==> src/rtl/alu_pkg.sv <==
// Shared opcode map, FSM state encoding and opcode-class helpers for the
// ALU family (single-cycle core and the iterative mul/div variant).
package alu_pkg;

  localparam int ALU_OPW = 5;

  localparam logic [ALU_OPW-1:0] ALU_ADD    = 5'd0;
  localparam logic [ALU_OPW-1:0] ALU_SUB    = 5'd1;
  localparam logic [ALU_OPW-1:0] ALU_SLL    = 5'd2;
  localparam logic [ALU_OPW-1:0] ALU_SLT    = 5'd3;
  localparam logic [ALU_OPW-1:0] ALU_SLTU   = 5'd4;
  localparam logic [ALU_OPW-1:0] ALU_XOR    = 5'd5;
  localparam logic [ALU_OPW-1:0] ALU_SRL    = 5'd6;
  localparam logic [ALU_OPW-1:0] ALU_SRA    = 5'd7;
  localparam logic [ALU_OPW-1:0] ALU_OR     = 5'd8;
  localparam logic [ALU_OPW-1:0] ALU_AND    = 5'd9;
  localparam logic [ALU_OPW-1:0] ALU_MUL    = 5'd10;
  localparam logic [ALU_OPW-1:0] ALU_MULH   = 5'd11;
  localparam logic [ALU_OPW-1:0] ALU_MULHSU = 5'd12;
  localparam logic [ALU_OPW-1:0] ALU_MULHU  = 5'd13;
  localparam logic [ALU_OPW-1:0] ALU_DIV    = 5'd14;
  localparam logic [ALU_OPW-1:0] ALU_DIVU   = 5'd15;
  localparam logic [ALU_OPW-1:0] ALU_REM    = 5'd16;
  localparam logic [ALU_OPW-1:0] ALU_REMU   = 5'd17;

  typedef enum logic [1:0] {
    ST_IDLE = 2'd0,
    ST_MUL  = 2'd1,
    ST_DIV  = 2'd2,
    ST_DONE = 2'd3
  } state_e;

  function automatic logic is_legal(input logic [ALU_OPW-1:0] op);
    return op <= ALU_REMU;
  endfunction

  function automatic logic is_muldiv(input logic [ALU_OPW-1:0] op);
    return (op >= ALU_MUL) && (op <= ALU_REMU);
  endfunction

  function automatic logic is_div(input logic [ALU_OPW-1:0] op);
    return (op >= ALU_DIV) && (op <= ALU_REMU);
  endfunction

  // Operand a is treated as two's complement by these ops.
  function automatic logic is_signed_a(input logic [ALU_OPW-1:0] op);
    return (op == ALU_MULH) || (op == ALU_MULHSU) || (op == ALU_DIV) || (op == ALU_REM);
  endfunction

  function automatic logic is_signed_b(input logic [ALU_OPW-1:0] op);
    return (op == ALU_MULH) || (op == ALU_DIV) || (op == ALU_REM);
  endfunction

endpackage

==> src/rtl/alu_base_comb.sv <==
// Combinational datapath for the single-cycle RV32I ALU ops plus the
// illegal-opcode flag. Non-base opcodes produce zero.
module alu_base_comb
  import alu_pkg::*;
#(
  parameter int XLEN = 32,
  parameter int SHW  = $clog2(XLEN),
  parameter int OPW  = ALU_OPW
) (
  input  logic [OPW-1:0]  op_i,
  input  logic [XLEN-1:0] a_i,
  input  logic [XLEN-1:0] b_i,
  output logic [XLEN-1:0] y_o,
  output logic            illegal_o
);

  logic [SHW-1:0] shamt;
  logic           lt_s;
  logic           lt_u;

  assign shamt = b_i[SHW-1:0];
  assign lt_s  = $signed(a_i) < $signed(b_i);
  assign lt_u  = a_i < b_i;

  always_comb begin
    y_o = '0;
    case (op_i)
      ALU_ADD:  y_o = a_i + b_i;
      ALU_SUB:  y_o = a_i - b_i;
      ALU_SLL:  y_o = a_i << shamt;
      ALU_SLT:  y_o = {{(XLEN-1){1'b0}}, lt_s};
      ALU_SLTU: y_o = {{(XLEN-1){1'b0}}, lt_u};
      ALU_XOR:  y_o = a_i ^ b_i;
      ALU_SRL:  y_o = a_i >> shamt;
      ALU_SRA:  y_o = $signed(a_i) >>> shamt;
      ALU_OR:   y_o = a_i | b_i;
      ALU_AND:  y_o = a_i & b_i;
      default:  y_o = '0;
    endcase
  end

  assign illegal_o = !is_legal(op_i);

endmodule

==> src/rtl/alu_mdu_iter.sv <==
// RV32I ALU plus iterative RV32M multiply/divide behind a valid/ready
// handshake; base ops take one cycle, MUL*/DIV*/REM* take XLEN cycles.
module alu_mdu_iter
  import alu_pkg::*;
#(
  parameter int XLEN = 32,
  parameter int SHW  = $clog2(XLEN),
  parameter int OPW  = ALU_OPW
) (
  input  logic            clk,
  input  logic            rst,
  input  logic            in_valid,
  output logic            in_ready,
  input  logic [OPW-1:0]  op,
  input  logic [XLEN-1:0] a,
  input  logic [XLEN-1:0] b,
  output logic            out_valid,
  input  logic            out_ready,
  output logic [XLEN-1:0] y,
  output logic            zero,
  output logic            illegal,
  output logic [1:0]      dbg_state
);

  // Handshake: a request transfers on in_valid && in_ready, a result on
  // out_valid && out_ready; y/zero/illegal are registers and hold until
  // the next accepted op writes them, so they are stable under backpressure.

  state_e            state_q, state_d;
  logic [SHW-1:0]    cnt_q, cnt_d;
  logic [OPW-1:0]    op_q, op_d;
  logic [XLEN-1:0]   acc_q, acc_d;
  logic [XLEN-1:0]   lo_q, lo_d;
  logic [XLEN-1:0]   opb_q, opb_d;
  logic              neg_q, neg_d;
  logic              rneg_q, rneg_d;
  logic [XLEN-1:0]   y_q, y_d;
  logic              zero_q, zero_d;
  logic              ill_q, ill_d;

  logic [XLEN-1:0]   base_y;
  logic              base_ill;

  alu_base_comb #(
    .XLEN(XLEN),
    .SHW (SHW),
    .OPW (OPW)
  ) u_base (
    .op_i     (op),
    .a_i      (a),
    .b_i      (b),
    .y_o      (base_y),
    .illegal_o(base_ill)
  );

  logic            sa, sb, b_nz;
  logic [XLEN-1:0] mag_a, mag_b;

  assign sa    = is_signed_a(op) & a[XLEN-1];
  assign sb    = is_signed_b(op) & b[XLEN-1];
  assign mag_a = sa ? -a : a;
  assign mag_b = sb ? -b : b;
  assign b_nz  = |b;

  // Single XLEN+1-bit adder with carry-out, shared by shift-add multiply
  // and the trial subtraction of the restoring divide.
  logic [XLEN:0]   shift_div;
  logic [XLEN:0]   add_x, add_y;
  logic            add_cin;
  logic [XLEN+1:0] add_s;

  assign shift_div = {acc_q, lo_q[XLEN-1]};

  always_comb begin
    add_x   = '0;
    add_y   = '0;
    add_cin = 1'b0;
    if (state_q == ST_DIV) begin
      add_x   = shift_div;
      add_y   = ~{1'b0, opb_q};
      add_cin = 1'b1;
    end else begin
      add_x   = {1'b0, acc_q};
      add_y   = lo_q[0] ? {1'b0, opb_q} : '0;
    end
  end

  assign add_s = {1'b0, add_x} + {1'b0, add_y} + {{(XLEN+1){1'b0}}, add_cin};

  logic              div_ge;
  logic [XLEN-1:0]   iter_acc, iter_lo;
  logic [2*XLEN-1:0] prod, prod_fix;
  logic [XLEN-1:0]   quo_fix, rem_fix, fin_y;

  assign div_ge = add_s[XLEN+1];

  always_comb begin
    if (state_q == ST_DIV) begin
      iter_acc = div_ge ? add_s[XLEN-1:0] : shift_div[XLEN-1:0];
      iter_lo  = {lo_q[XLEN-2:0], div_ge};
    end else begin
      iter_acc = add_s[XLEN:1];
      iter_lo  = {add_s[0], lo_q[XLEN-1:1]};
    end
  end

  assign prod     = {iter_acc, iter_lo};
  assign prod_fix = neg_q ? -prod : prod;
  assign quo_fix  = neg_q ? -iter_lo : iter_lo;
  assign rem_fix  = rneg_q ? -iter_acc : iter_acc;

  always_comb begin
    fin_y = rem_fix;
    case (op_q)
      ALU_MUL:                          fin_y = prod_fix[XLEN-1:0];
      ALU_MULH, ALU_MULHSU, ALU_MULHU:  fin_y = prod_fix[2*XLEN-1:XLEN];
      ALU_DIV, ALU_DIVU:                fin_y = quo_fix;
      default:                          fin_y = rem_fix;
    endcase
  end

  always_comb begin
    state_d   = state_q;
    cnt_d     = cnt_q;
    op_d      = op_q;
    acc_d     = acc_q;
    lo_d      = lo_q;
    opb_d     = opb_q;
    neg_d     = neg_q;
    rneg_d    = rneg_q;
    y_d       = y_q;
    zero_d    = zero_q;
    ill_d     = ill_q;
    in_ready  = 1'b0;
    out_valid = 1'b0;

    case (state_q)
      ST_IDLE: in_ready = 1'b1;
      ST_MUL, ST_DIV: begin
        acc_d = iter_acc;
        lo_d  = iter_lo;
        cnt_d = cnt_q + 1'b1;
        if (cnt_q == SHW'(XLEN-1)) begin
          y_d     = fin_y;
          zero_d  = (fin_y == '0);
          ill_d   = 1'b0;
          state_d = ST_DONE;
        end
      end
      ST_DONE: begin
        out_valid = 1'b1;
        in_ready  = out_ready;
        if (out_ready) state_d = ST_IDLE;
      end
      default: state_d = ST_IDLE;
    endcase

    if (in_valid && in_ready) begin
      op_d  = op;
      cnt_d = '0;
      if (is_muldiv(op)) begin
        acc_d  = '0;
        lo_d   = is_div(op) ? mag_a : mag_b;
        opb_d  = is_div(op) ? mag_b : mag_a;
        // Divide by zero keeps the all-ones quotient unsigned.
        neg_d  = (sa ^ sb) && (!is_div(op) || b_nz);
        rneg_d = sa;
        state_d = is_div(op) ? ST_DIV : ST_MUL;
      end else begin
        y_d     = base_y;
        zero_d  = (base_y == '0);
        ill_d   = base_ill;
        state_d = ST_DONE;
      end
    end
  end

  always_ff @(posedge clk) begin
    if (rst) begin
      state_q <= ST_IDLE;
      cnt_q   <= '0;
      op_q    <= '0;
      acc_q   <= '0;
      lo_q    <= '0;
      opb_q   <= '0;
      neg_q   <= 1'b0;
      rneg_q  <= 1'b0;
      y_q     <= '0;
      zero_q  <= 1'b0;
      ill_q   <= 1'b0;
    end else begin
      state_q <= state_d;
      cnt_q   <= cnt_d;
      op_q    <= op_d;
      acc_q   <= acc_d;
      lo_q    <= lo_d;
      opb_q   <= opb_d;
      neg_q   <= neg_d;
      rneg_q  <= rneg_d;
      y_q     <= y_d;
      zero_q  <= zero_d;
      ill_q   <= ill_d;
    end
  end

  assign y         = y_q;
  assign zero      = zero_q;
  assign illegal   = ill_q;
  assign dbg_state = state_q;

endmodule
==> config.mk <==
export PLATFORM = sky130hd
export DESIGN_NAME = alu_mdu_iter
export DESIGN_NICKNAME = d
export VERILOG_FILES = /design/src/rtl/alu_pkg.sv /design/src/rtl/alu_base_comb.sv /design/src/rtl/alu_mdu_iter.sv
export SDC_FILE = /design/constraint.sdc
export NUM_CORES = 1
export LEC_CHECK = 0
export ABC_AREA = 1
export CORE_MARGIN = 2
export CORE_UTILIZATION = 48
export CTS_CLUSTER_SIZE = 10
export DETAILED_ROUTE_END_ITERATION = 8
export PLACE_DENSITY = 0.73
export SYNTH_ARGS = -nofsm -noshare
export SYNTH_HDL_FRONTEND = slang
export SYNTH_SLANG_ARGS = --single-unit
==> constraint.sdc <==
create_clock -name clk -period 6.85 [get_ports clk]
set_input_delay 1.0275 -clock clk [delete_from_list [all_inputs] [get_ports clk]]
set_output_delay 1.0275 -clock clk [all_outputs]
set_load 0.1 [all_outputs]
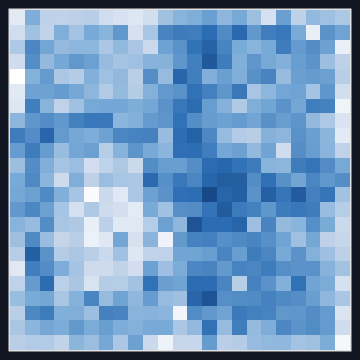
*Cell area per tile, run 1*
Drawn at 1.5 px/um. The die is cut into 23 by 23 equal tiles; white is low, dark blue is high, 0 to 100% covered.
- tiles over 75% full: 6.2%
- nearly empty tiles: 0.20%
- fullest tile: 90%
- mean over tiles: 49%
initial core utilization: 48.59%
Core Area: 48950 um^2
Util after Layout: 53.14%

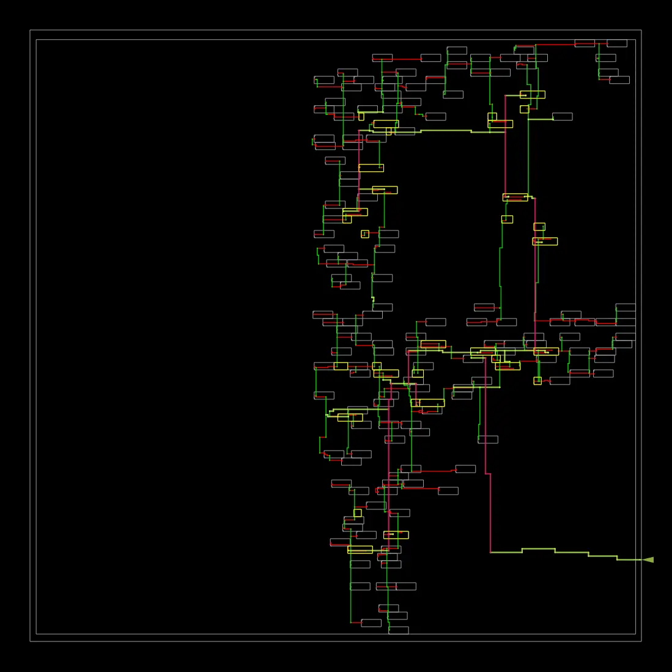
*Clock nets, run 1*
sequential cells: 144
CTS sink count: 144
CTS buffer count: 17
latest clock arrival within the worst-skew pair: 0.46 ns

==> impl_metrics.csv, run 1 <==
group,metric,value,unit
outcome,run_status,"finished, violations left",
outcome,violations,"capacitance limit, slew limit",
synth,synth.distinct_cells,58,
drt,post_drt_wl_per_cell,24.53,um
floorplanning,ios,111,
floorplanning,die_w,226.6,um
floorplanning,core.rowCount,81,
timing,drv_slew,3,
hold_path,min-delay-path-class,"register to register",
worst_setup_path,cp_data_arrival_time,6.70,ns
synth,synth_area_leader_cell,"nand2_1",
cts,cts_max_level,4,
power,combinationalPower,8.86,mW
timing,skew,0.01427,ns
global_route,grt_pass1_wl,181500,um
worst_setup_path,path_common_cell,"nand2_1",
cts,cts_root_buf,"clkbuf_16",
worst_setup_path,endpoint,"y[21]$_SDFF_PP0_",
timing,tightestPinTransition,1.567,ns
synth,synth_area_per_cell,5.348,um^2
global_route,grt_pass1_vias,28590,
hold_path,min_to,"cnt_q[4]$_SDFFE_PP0N_",
worst_setup_path,critPathLaunchType,"register",
power,power_leader,"combinational cells",
cts,cts_tree,"done",
hold_path,min_path_cells,2,
global_route,gr-total-overflow,0,
timing,whs,0.4700,ns
finish,area_delta_synth_final,9.347,%
synth,ys_seq_share,12.12,%
global_route,grt_max_degree,85,
drt,drc_errors,0,
drt,drt_iter0_markers,4275,
placement,hpwl,100900,um
cts,clk_pin_slew_worst_paths,0.07,ns
placement,port_buffers,110,
floorplanning,die_y,226.6,um
job,drv_cap,1,
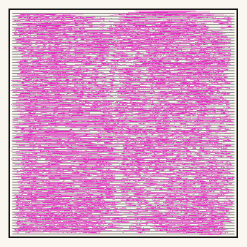
*M1 wires, run 1*
Drawn at 1 px/um. Supply wires on this layer in gray.
- longest straight run: 90.6 um
- nets with wire on the layer: 4348
- share of all routed wire: 35%
GR Layer Usage met1: 53.47%
Vias: 31300
final WL: 125600 um

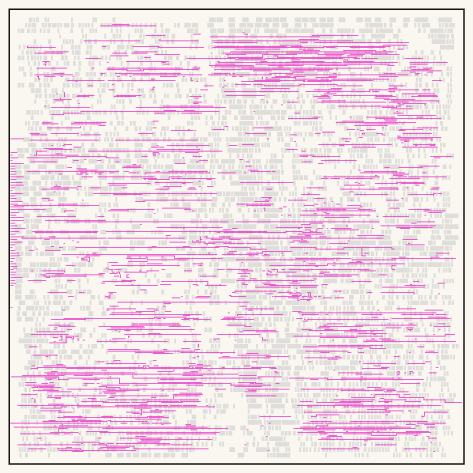
*The metal 3 layer, run 1*
Drawn at 2 px/um.
- longest straight run: 97.1 um
- main direction: horizontal
met3 Use GR: 11.49%

[run 1: cell families after synthesis]
family                   share of synthesized area (%)
AND/OR/NAND/NOR                                  38.56
AND-OR/OR-AND                                    25.01
buffers and inverters                            12.97
flip-flops                                       12.12
adder cells (fa/ha/maj)                          7.648
XOR/XNOR                                         3.314
multiplexers                                    0.3787
[run 1: cell usage after synthesis (8+ instances only)]
library cell,n
o21ai_1,14
a31oi_1,18
xnor2_1,13
xor2_1,77
buf_1,33
dfxtp_1,144
o2111ai_1,15
nand2_2,18
nand4_1,30
ha_1,139
a21oi_1,339
a21o_1,9
nand2_1,1254
a32o_1,16
nor2_1,461
o21a_1,22
buf_2,13
nor4_1,17
nor3_1,48
o211ai_1,53
nand3_1,332
mux2i_1,9
o221ai_1,11
clkbuf_1,150
o21ai_0,411
nand3b_1,8
or2_2,13
inv_1,587
a211oi_1,18
nor2_2,17
a221oi_1,22
o22ai_1,48
[run 1: final cells by class]
type,count,area (um^2)
inverters,601,2260
fillers,5413,22940
diodes,2,5.005
repair buffers,177,1604
multi-input cells,3499,17870
clock inverters,14,118.9
well taps,664,830.8
clock buffers,18,439.2
flip-flops and latches,144,2884
[run 1: timing repair]
item                       in CTS  in global routing
setup buffers                   0                  1
resized                         0                  2
setup endpoints to repair       0                  1
[run 1: metal layers]
layer	share of wire (%)	wire length (um)	global-route usage, %	vias to the layer above
met5	0.014	17	0	-
met4	12	14630	46.26	2
met3	10	13080	11.49	650
met2	43	53720	75.20	1981
met1	35	44100	53.47	14080
li1	-	-	-	14580
[run 1: sequential cells by signal, summed over array words and instances (netlist names)]
signal,flops
rneg_q,1
opb_q,32
acc_q,32
zero,1
dbg_state,2
illegal,1
lo_q,32
neg_q,1
y,32
cnt_q,5
op_q,5
### Clock network drawn from the DEF, run 1

Drawn at 1.5 px/um.
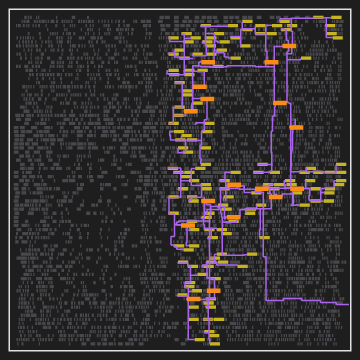

==> inputs of run 2 (changes only) <==
PLACE_DENSITY = 0.66   (was 0.73)
SETUP_SLACK_MARGIN = 0.15   (was unset)
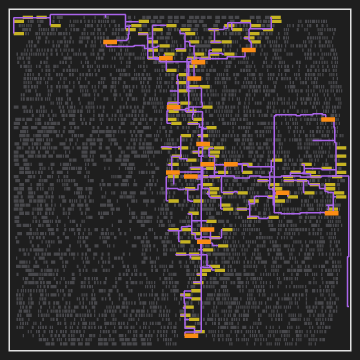
*Clock network drawn from the DEF, run 2*
Drawn at 1.5 px/um.
- flip-flops: yellow (count 144)
- cells driving clock nets: orange (count 17)
- clock wires: purple (length 2220 um)
- routed clock nets: 18
clock-net power: 1.03 mW
clock group share of total power: 9.1%
latest clock arrival within the worst-skew pair: 0.47 ns

==> impl_metrics.csv, run 2 <==
group,metric,value,unit
cts,cts_max_level,4,
floorplanning,n_tap_cell,664,
finish,inv_count,601,
cts,numCtsBuffers,17,
global_route,grt_max_degree,74,
drt,wirelength_met1,44090,um
hold_path,min_to,"cnt_q[4]$_SDFFE_PP0N_",
worst_setup_path,critPathLaunchType,"register",
drt,dr.max_layer_used,"met5",
timing,drv_slew,0,
finish,antenna_cells,0,
finish,clock_area_share,2.436,%
synth,synthTopCellsByCount,"nand2_1, inv_1, nor2_1",
global_route,top_usage_layer,"met2",
cts,cts_tree,"done",
drt,drc_errors,0,
finish,fill_cells,5474,
timing,skew,0.01421,ns
worst_setup_path,path_common_cell,"nand2_1",
power,combinationalPower,8.91,mW
timing,tightestPinTransition,1.392,ns
synth,synth_area_per_cell,5.348,um^2
placement,hpwl,99930,um
global_route,grt_pass1_wl,178000,um
finish,comb_area,17870,um^2
synth,ys_seq_share,12.12,%
finish,largest_cell_class,"combinational gates",
outcome,run_status,"finished clean",
drt,drt_iter0_markers,4224,
synth,synth_area_leader_cell,"nand2_1",
synth,top_cell,"nand2_1",
finish,sh_comb_area,68.62,%
floorplanning,core.rowCount,81,
finish,buffers,175,
finish,logic_gates,3499,
floorplanning,die_w,226.6,um
hold_path,min_path_cells,2,
floorplanning,die_y,226.6,um
worst_setup_path,cp_data_arrival_time,6.47,ns
hold_path,min-delay-path-class,"register to register",
global_route,grt_pass1_vias,28300,
global_route,use_met1,53.90,%
floorplanning,fp.coreArea,48950,um^2
finish,flops,144,
finish,area_delta_synth_final,9.484,%
cts,post_cts_buffers,0,
drt,post_drt_wl_per_cell,23.92,um
cts,cts_root_buf,"clkbuf_16",
finish,seqCellArea,2884,um^2
finish,final-nonclk-buf-share,6.006,%
job,drv_cap,0,
cts,cts.sinks,144,
floorplanning,ios,111,
drt,wl_met2,52160,um
finish,n_clock_buffer,19,
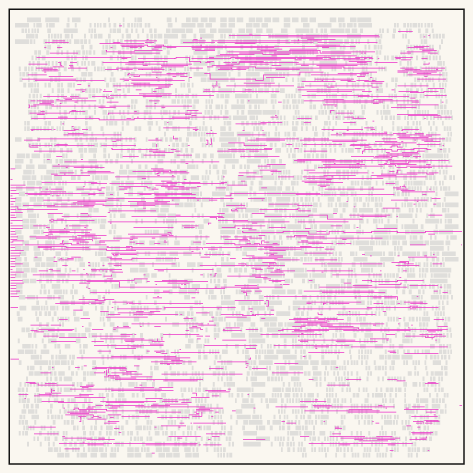
*The metal 3 layer, run 2*
Drawn at 2 px/um.
- longest straight run: 95.9 um
- wire length on this layer: 12300 um
- main direction: horizontal
- share of all routed wire: 10%
met3 Use GR: 9.615%
final WL: 122300 um
Vias: 30930

[run 2: cell counts after synthesis]
Identical to the previous run, type by type.
[run 2: timing repair]
item / 4_1_cts / 5_1_grt
setup endpoints to repair: 0 / 1
gates resized: 0 / 2
hold endpoints to repair: 0 / 0
[run 2: how the worst max path moves through the flow]
stage / from / end / slack (ns) / cells after the start
global placement: dbg_state[0]$_SDFFE_PP0P_ / zero$_SDFF_PP0_ / 1.02 / 36
finish: dbg_state[0]$_SDFFE_PP0P_ / zero$_SDFF_PP0_ / 0.79 / 37
CTS: dbg_state[0]$_SDFFE_PP0P_ / zero$_SDFF_PP0_ / 0.83 / 36
detailed placement: dbg_state[0]$_SDFFE_PP0P_ / zero$_SDFF_PP0_ / 0.86 / 36
floorplan: dbg_state[0]$_SDFFE_PP0P_ / zero$_SDFF_PP0_ / 0.35 / 48
global route: dbg_state[0]$_SDFFE_PP0P_ / zero$_SDFF_PP0_ / 0.26 / 37
[run 2: worst max-delay path, delay by kind of cell (launching register included)]
family	cells	cell delay (ns)
and+or+nand+nor	26	2.92
buffers and inverters	7	1.77
adders and majority gates	3	0.78
DFF	1	0.36
AOI/OAI and AO/OA	1	0.11
[run 2: kinds of logic after synthesis]
group / synth area share, %
fa+ha+maj: 7.648
simple gates: 38.56
compound gates: 25.01
flops: 12.12
xor+xnor: 3.314
mux: 0.3787
buf+inv: 12.97
[run 2: stage by stage]
stage,util [%],power [mW],hold WS [ns]
final,53.20,11.33,0.4680
after global routing,53.20,12.03,0.4940
after CTS,53.20,10.93,0.4724
after detailed placement,51.90,9.868,0.4619
after global placement,51.90,9.881,0.4579
after floorplan,-,7.086,0.4452
Power figures rest on the tool's default switching activity, not on a simulated workload.
